[config.mk]
export PLATFORM = sky130hd
export DESIGN_NAME = multicycle_control
export DESIGN_NICKNAME = d
export VERILOG_FILES = /design/src/rtl/multicycle_control.sv
export SDC_FILE = /design/constraint.sdc
export NUM_CORES = 1
export LEC_CHECK = 0
export CAP_MARGIN = 20
export CORE_MARGIN = 2
export CORE_UTILIZATION = 40
export CTS_BUF_LIST = sky130_fd_sc_hd__clkbuf_4
export DETAILED_ROUTE_END_ITERATION = 10
export PLACE_DENSITY = 0.93
export SETUP_SLACK_MARGIN = 0.05
export SYNTH_ARGS = -nofsm -noshare
export SYNTH_HDL_FRONTEND = slang
export SYNTH_SLANG_ARGS = --single-unit
[constraint.sdc]
create_clock -name clk -period 3.4 [get_ports clk]
set_input_delay 0.68 -clock clk [delete_from_list [all_inputs] [get_ports clk]]
set_output_delay 0.68 -clock clk [all_outputs]
set_load 0.05 [all_outputs]
[src/rtl/multicycle_control.sv]
// Moore sequencer for a multicycle MIPS datapath (fetch/decode/exec/mem/wb).
// In: clk, rst_n, opcode, funct, zero. Out: ALU/mux selects, strobes, state.
module multicycle_control (
  input  logic       clk,
  input  logic       rst_n,
  input  logic [5:0] opcode,
  input  logic [5:0] funct,
  input  logic       zero,
  output logic [2:0] ALUcontrol,
  output logic       ALUSrcA,
  output logic [1:0] ALUSrcB,
  output logic [1:0] PCSrc,
  output logic       IorD,
  output logic       RegDst,
  output logic       MemtoReg,
  output logic       IRWrite,
  output logic       MemWrite,
  output logic       RegWrite,
  output logic       PCEn,
  output logic [3:0] state
);

  localparam logic [3:0] S_FETCH   = 4'd0;
  localparam logic [3:0] S_DECODE  = 4'd1;
  localparam logic [3:0] S_MEMADR  = 4'd2;
  localparam logic [3:0] S_MEMRD   = 4'd3;
  localparam logic [3:0] S_MEMWB   = 4'd4;
  localparam logic [3:0] S_MEMWR   = 4'd5;
  localparam logic [3:0] S_EXECUTE = 4'd6;
  localparam logic [3:0] S_ALUWB   = 4'd7;
  localparam logic [3:0] S_BRANCH  = 4'd8;
  localparam logic [3:0] S_ADDIEX  = 4'd9;
  localparam logic [3:0] S_ADDIWB  = 4'd10;
  localparam logic [3:0] S_JUMP    = 4'd11;

  localparam logic [5:0] OP_R    = 6'b000000;
  localparam logic [5:0] OP_LW   = 6'b100011;
  localparam logic [5:0] OP_SW   = 6'b101011;
  localparam logic [5:0] OP_BEQ  = 6'b000100;
  localparam logic [5:0] OP_ADDI = 6'b001000;
  localparam logic [5:0] OP_J    = 6'b000010;

  logic [3:0] state_q, state_d;
  logic       rtype_ok;
  logic       pcwrite, branch;
  logic       irwrite, memwrite, regwrite;

  always_comb begin
    rtype_ok = funct inside {6'b100000, 6'b100010,
                             6'b100100, 6'b100101,
                             6'b101010};
  end

  always_comb begin
    state_d = S_FETCH;
    case (state_q)
      S_FETCH:  state_d = S_DECODE;
      S_DECODE: begin
        unique case (1'b1)
          opcode == OP_R:
            state_d = rtype_ok ? S_EXECUTE : S_FETCH;
          opcode == OP_LW,
          opcode == OP_SW:   state_d = S_MEMADR;
          opcode == OP_BEQ:  state_d = S_BRANCH;
          opcode == OP_ADDI: state_d = S_ADDIEX;
          opcode == OP_J:    state_d = S_JUMP;
          default:           state_d = S_FETCH;
        endcase
      end
      S_MEMADR:
        state_d = (opcode == OP_SW) ? S_MEMWR : S_MEMRD;
      S_MEMRD:   state_d = S_MEMWB;
      S_EXECUTE: state_d = S_ALUWB;
      S_ADDIEX:  state_d = S_ADDIWB;
      default:   state_d = S_FETCH;
    endcase
  end

  always_ff @(posedge clk or negedge rst_n) begin
    if (!rst_n) state_q <= S_FETCH;
    else        state_q <= state_d;
  end

  always_comb begin
    ALUcontrol = 3'b010;
    ALUSrcA    = 1'b0;
    ALUSrcB    = 2'b00;
    PCSrc      = 2'b00;
    IorD       = 1'b0;
    RegDst     = 1'b0;
    MemtoReg   = 1'b0;
    irwrite    = 1'b0;
    memwrite   = 1'b0;
    regwrite   = 1'b0;
    pcwrite    = 1'b0;
    branch     = 1'b0;
    case (state_q)
      S_FETCH: begin
        ALUSrcB = 2'b01;
        irwrite = 1'b1;
        pcwrite = 1'b1;
      end
      S_DECODE: ALUSrcB = 2'b11;
      S_MEMADR, S_ADDIEX: begin
        ALUSrcA = 1'b1;
        ALUSrcB = 2'b10;
      end
      S_MEMRD: IorD = 1'b1;
      S_MEMWB: begin
        MemtoReg = 1'b1;
        regwrite = 1'b1;
      end
      S_MEMWR: begin
        IorD     = 1'b1;
        memwrite = 1'b1;
      end
      S_EXECUTE: begin
        ALUSrcA = 1'b1;
        case (funct)
          6'b100010: ALUcontrol = 3'b110;
          6'b100100: ALUcontrol = 3'b001;
          6'b100101: ALUcontrol = 3'b000;
          6'b101010: ALUcontrol = 3'b111;
          default:   ALUcontrol = 3'b010;
        endcase
      end
      S_ALUWB: begin
        RegDst   = 1'b1;
        regwrite = 1'b1;
      end
      S_BRANCH: begin
        ALUSrcA    = 1'b1;
        ALUcontrol = 3'b110;
        PCSrc      = 2'b01;
        branch     = 1'b1;
      end
      S_ADDIWB: regwrite = 1'b1;
      S_JUMP: begin
        PCSrc   = 2'b10;
        pcwrite = 1'b1;
      end
      default: ;
    endcase
  end

  // Strobes are forced low while reset is held, independent of state.
  assign IRWrite  = irwrite  & rst_n;
  assign MemWrite = memwrite & rst_n;
  assign RegWrite = regwrite & rst_n;
  assign PCEn     = (pcwrite | (branch & zero)) & rst_n;
  assign state    = state_q;

endmodule

**Run 1: the metal 3 layer**

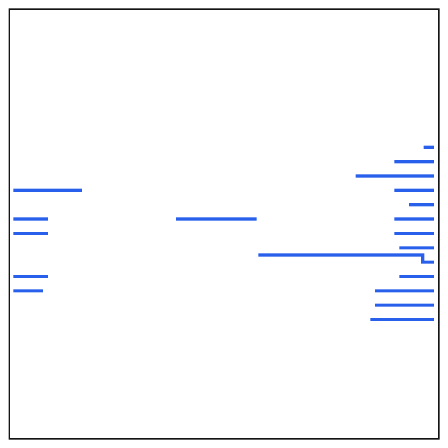
The layer carries 88.1 um of wire. 19 nets have wire on it. The longest straight run is 15.4 um.

**Run 1: signal wires on met1**

Bar = 10 um. Supply wires on this layer in grey.
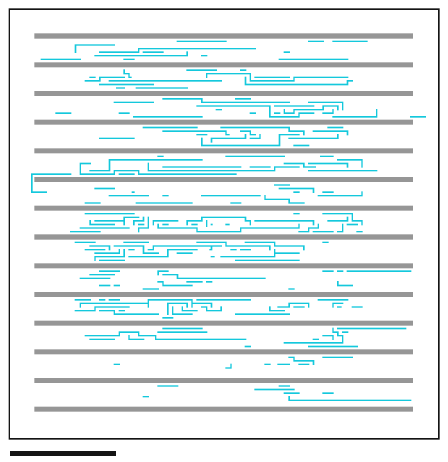
The longest straight run is 12.0 um. The layer holds 43% of the routed length. The wires run mostly horizontal.
met1 usage: 25.17%
vias: 661
drt total wl: 1520 um

**Run 1: routed metal per tile**

8 x 8 tiles, from dark blue (low) to red (high), scaled to the fullest tile. Values are wire area over tile area, all layers added.
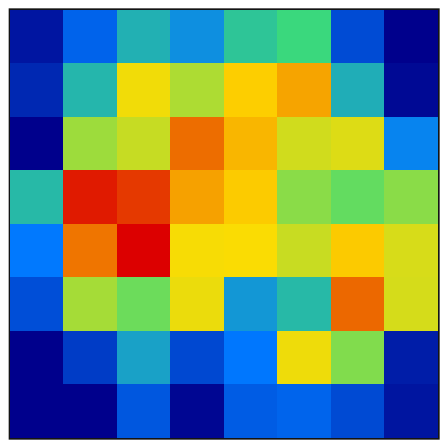
The densest ninth of the die: middle. 48% of the tiles are over half the peak. The emptiest ninth of the die: bottom left. The mean over all tiles is 0.15. The fullest tile reaches 0.32.
Tot GR Track Use: 19.93%
per-cell routed wire length: 12.77 um

## run 1: area by class of cell
class                   count  area (um2)  share of cell area (%)
inverters                   4       15.01                   1.695
well taps                  15       18.77                   2.119
multi-input cells          60       384.1                   43.36
repair buffers             33       345.3                   38.98
flip-flops and latches      4       100.1                   11.30
clock buffers               3       22.52                   2.542
## run 1: cell families after synthesis
| group | after synthesis | synth area share, % |
|---|---|---|
| AND/OR/NAND/NOR | 39 | 40.75 |
| AND-OR/OR-AND | 17 | 24.36 |
| buffers and inverters | 8 | 9.366 |
| flip-flops | 4 | 18.74 |
| XOR/XNOR | 3 | 4.919 |
| multiplexers | 1 | 1.874 |
## run 1: final timing paths
| kind | start | endpoint | slack (ns) | depth (start not counted) |
|---|---|---|---|---|
| max | funct[4] | ALUcontrol[1] | 0.23 | 4 |
| min | rst_n | state[0]$_DFF_PN0_ | 0.68 | 1 |
| max reg2reg | state[0]$_DFF_PN0_ | state[1]$_DFF_PN0_ | 1.99 | 4 |
| min reg2reg | state[3]$_DFF_PN0_ | state[2]$_DFF_PN0_ | 0.71 | 1 |
| max in group asynchronous | rst_n | state[2]$_DFF_PN0_ | 2.52 | 1 |
| min in group clk | state[3]$_DFF_PN0_ | state[2]$_DFF_PN0_ | 0.71 | 1 |
## run 1: critical path, stage by stage
cell and delay, ns:
clkdlybuf4s50_1 0.42, nand2b_1 0.15, or4_1 0.52, clkdlybuf4s50_1 0.72
## run 1: routing by layer
metal  vias up  routed length, um  share of wire [%]
met1       301                660                 43
li1        340                  -                  -
met5         -                  0                  0
met2        20                771                 51
met4         0                  0                  0
met3         0                 88                5.8
## run 1: cells in the final DEF, fill, tap and decap left out, types with 2 or more instances in the layout
| cell type | instances |
|---|---|
| inv_1 | 4 |
| nand4_1 | 2 |
| a21oi_1 | 2 |
| buf_4 | 2 |
| or4_1 | 2 |
| nor3_1 | 6 |
| clkdlybuf4s50_1 | 29 |
| nor4_1 | 2 |
| nand2_1 | 4 |
| buf_12 | 2 |
| nor2_1 | 9 |
| clkbuf_4 | 3 |
| nand2b_1 | 8 |
| xor2_1 | 2 |
| dfrtp_1 | 4 |
| o21ai_0 | 2 |
## run 1: stage by stage
step | area [um2] | utilization, % | hold WS [ns] | total power, W
CTS | 885.9 | 69.82 | 0.6777 | 0.0006123
detailed placement | 863.3 | 68.05 | 0.6878 | 0.0005512
finish | 885.9 | 69.82 | 0.6783 | 0.0006091
floorplan | 534.3 | - | 0.3844 | 0.0004204
global placement | 863.3 | 68.05 | 0.6866 | 0.0005401
global route | 885.9 | 69.82 | 0.6989 | 0.0006467
## run 1: power groups by stage
stage               combinational [W]  sequential, W  clock (W)
finish                       0.000435       0.000116  0.0000579
global route                 0.000462       0.000121  0.0000638
CTS                          0.000438       0.000114  0.0000602
detailed placement           0.000436       0.000115          0
global placement             0.000427       0.000114          0
floorplan                    0.000293       0.000128          0
==> impl_metrics.py, run 1 <==
# Metrics from the implementation run
metrics = {
    "outcome": {
        "status": "completed",
    },
    "cts": {
        "cts_buffer_depth": 2,
        "cts-buffers-inserted": 3,
        "post_cts_buffers": 0,
    },
    "power_and_ir_drop": {
        "cellPowerDensity_nw_per_um2": 687.6,
        "p_clk_share_pct": 9.5,
        "switchingPower_w": 0.0003517,
        "ir_worst_vdd_mv": 0.4510,
    },
    "floorplanning": {
        "core_area_um2": 1269,
        "pin_count": 34,
        "rows": 13,
    },
    "synthesis": {
        "synth_area_um2": 534.3,
        "ys_area_um2": 534.3,
        "top_cells_by_count": "nor2_1 (9), nand2b_1 (8), nor3_1 (6)",
        "ys_cells": 72,
        "yosys_most_used_dff": "dfrtp_1",
        "edf_count": 0,
        "yosys_warnings": 0,
        "syn-num-nets": 87,
    },
    "route": {
        "route.detailed.drc": 0,
        "via_per_inst": 5.555,
        "drt_iter0_drc": 13,
    },
    "placed_design": {
        "pre_cts_ws_ns": 0.2186,
        "dp_cells": 116,
    },
    "final_timing": {
        "rsz0062_at_grt": "false",
        "fin_crit_sh_pct": 93.35,
        "tns_ns": 0,
        "max_freq_ghz": 0.3151,
        "slew_viol_final": 0,
        "slew_headroom_pct": 66.81,
    },
    "global_route": {
        "grt_pass1_vias": 539,
    },
    "finish": {
        "nets": 121,
    },
    "hold_path": {
        "min_path_type": "primary input to async pin",
    },
    "critical_path": {
        "crit_type": "primary input to output pin",
    },
}
--- run 2 (diff from run 1) ---
PLACE_DENSITY = not set   (was 0.93)
PLACE_DENSITY_LB_ADDON = 0.2   (was not set)
REMOVE_ABC_BUFFERS = 1   (was not set)
**Run 2: the metal 3 layer**

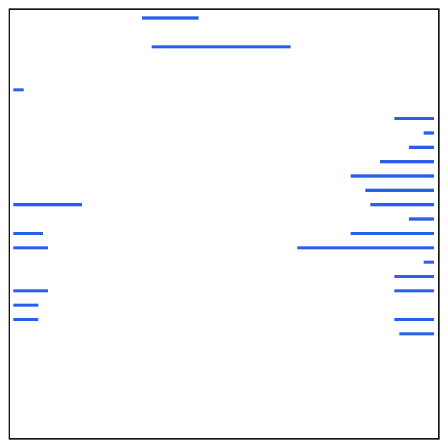
The wires run mostly horizontal. The layer carries 104 um of wire. The layer holds 7.7% of the routed length.
met3 GRT Util: 7.222%
drt total wl: 1350 um
vias: 625

==> impl_metrics.py, run 2 <==
# Metrics from the implementation run
metrics = {
    "finish": {
        "nets": 121,
        "final_util_pct": 69.82,
        "layout.cells.most_common": "clkdlybuf4s50_1",
        "lay_top_cells": "clkdlybuf4s50_1 (29), nor2_1 (9), nand2b_1 (8), nor3_1 (6)",
    },
    "synthesis": {
        "yosys_most_used_dff": "dfrtp_1",
        "yosys_warnings": 0,
        "top_cell": "nor2_1",
        "top_cells_by_count": "nor2_1 (9), nand2b_1 (8), nor3_1 (6)",
        "ys_cells": 72,
        "synth_area_um2": 534.3,
        "ys_area_um2": 534.3,
        "edf_count": 0,
    },
    "critical_path": {
        "crit_type": "primary input to output pin",
        "cp_cell_sequence": "clkdlybuf4s50_1, nand2b_1, or4_1, clkdlybuf4s50_1",
        "r2r_start": "state[0]$_DFF_PN0_",
        "cp_common_cell": "clkdlybuf4s50_1",
        "slowest_delay_ns": 0.72,
        "rr_worst_depth": 4,
        "critPathSlowestCell": "clkdlybuf4s50_1",
    },
    "final_timing": {
        "max_freq_ghz": 0.3152,
        "slew_viol_final": 0,
        "tns_ns": 0,
        "timing.hold.ws_ns": 0.6758,
        "rsz0062_at_grt": "false",
        "slew_headroom_pct": 66.46,
    },
    "placed_design": {
        "pre_cts_ws_ns": 0.2006,
    },
    "power_and_ir_drop": {
        "ir_worst_vdd_mv": 0.4460,
        "switchingPower_w": 0.0003440,
        "p_total_w": 0.0006015,
        "p_clk_share_pct": 9.6,
    },
    "hold_path": {
        "min_path_type": "primary input to async pin",
    },
    "route": {
        "wl_per_cell_um": 11.34,
        "route.detailed.drc": 0,
        "via_per_inst": 5.252,
        "drt_iter0_drc": 7,
    },
    "cts": {
        "cts-buffers-inserted": 3,
        "cts_buffer_depth": 2,
        "post_cts_buffers": 0,
    },
    "floorplanning": {
        "core_area_um2": 1269,
        "die_h_um": 40.55,
        "rows": 13,
        "pin_count": 34,
    },
    "global_route": {
        "track_usage_pct": 19.23,
        "grt_pass1_vias": 490,
    },
    "outcome": {
        "status": "completed",
    },
}
## run 2: cell counts after synthesis
No cell type changed its count.
## run 2: power groups by stage
stage	combinational [W]	clock [W]	sequential [W]
2_1_floorplan	0.000245	0	0.000151
3_3_place_gp	0.000428	0	0.000114
3_5_place_dp	0.000429	0	0.000115
4_1_cts	0.000430	0.0000618	0.000115
5_1_grt	0.000456	0.0000661	0.000121
6_report	0.000428	0.0000580	0.000115
## run 2: critical path, delay by kind of cell
kind                   cells  cell delay, ns
buffers and inverters      2            1.15
and+or+nand+nor            2            0.67
## run 2: area by class of cell
type	count	area [um2]
Tap cell	15	18.77
Clock buffer	3	22.52
Inverter	4	15.01
Sequential cell	4	100.1
Multi-Input combinational cell	60	384.1
Fill cell	116	382.9
Timing Repair Buffer	33	345.3
## run 2: worst max-delay path by stage
stage	start	to	cells after the start
2_1_floorplan	state[3]$_DFF_PN0_	ALUcontrol[2]	3
3_3_place_gp	funct[4]	ALUcontrol[1]	4
3_5_place_dp	funct[4]	ALUcontrol[1]	4
4_1_cts	funct[4]	ALUcontrol[1]	4
5_1_grt	funct[1]	ALUcontrol[1]	5
6_report	funct[4]	ALUcontrol[1]	4
## run 2: metrics by stage
step,cell area [um2],cells
after CTS,885.9,119
after global routing,885.9,119
after global placement,863.3,116
after floorplan,499.2,68
after detailed placement,863.3,116
final,885.9,119
## run 2: kinds of logic (layout without fill, tap and decap cells)
family / Yosys count / after routing / synth area share (%)
AOI/OAI and AO/OA: 17 / 17 / 24.36
xor gates and xnor gates: 3 / 3 / 4.919
buffers and inverters: 8 / 40 / 9.366
DFF: 4 / 4 / 18.74
muxes: 1 / 1 / 1.874
and+or+nand+nor: 39 / 39 / 40.75
## run 2: per-layer routing
metal	wire, um	global-route usage, %
met4	0	0
met2	591	28.97
met3	104	7.222
met5	0	0
met1	654	27.39
Power and IR drop assume default switching activity.
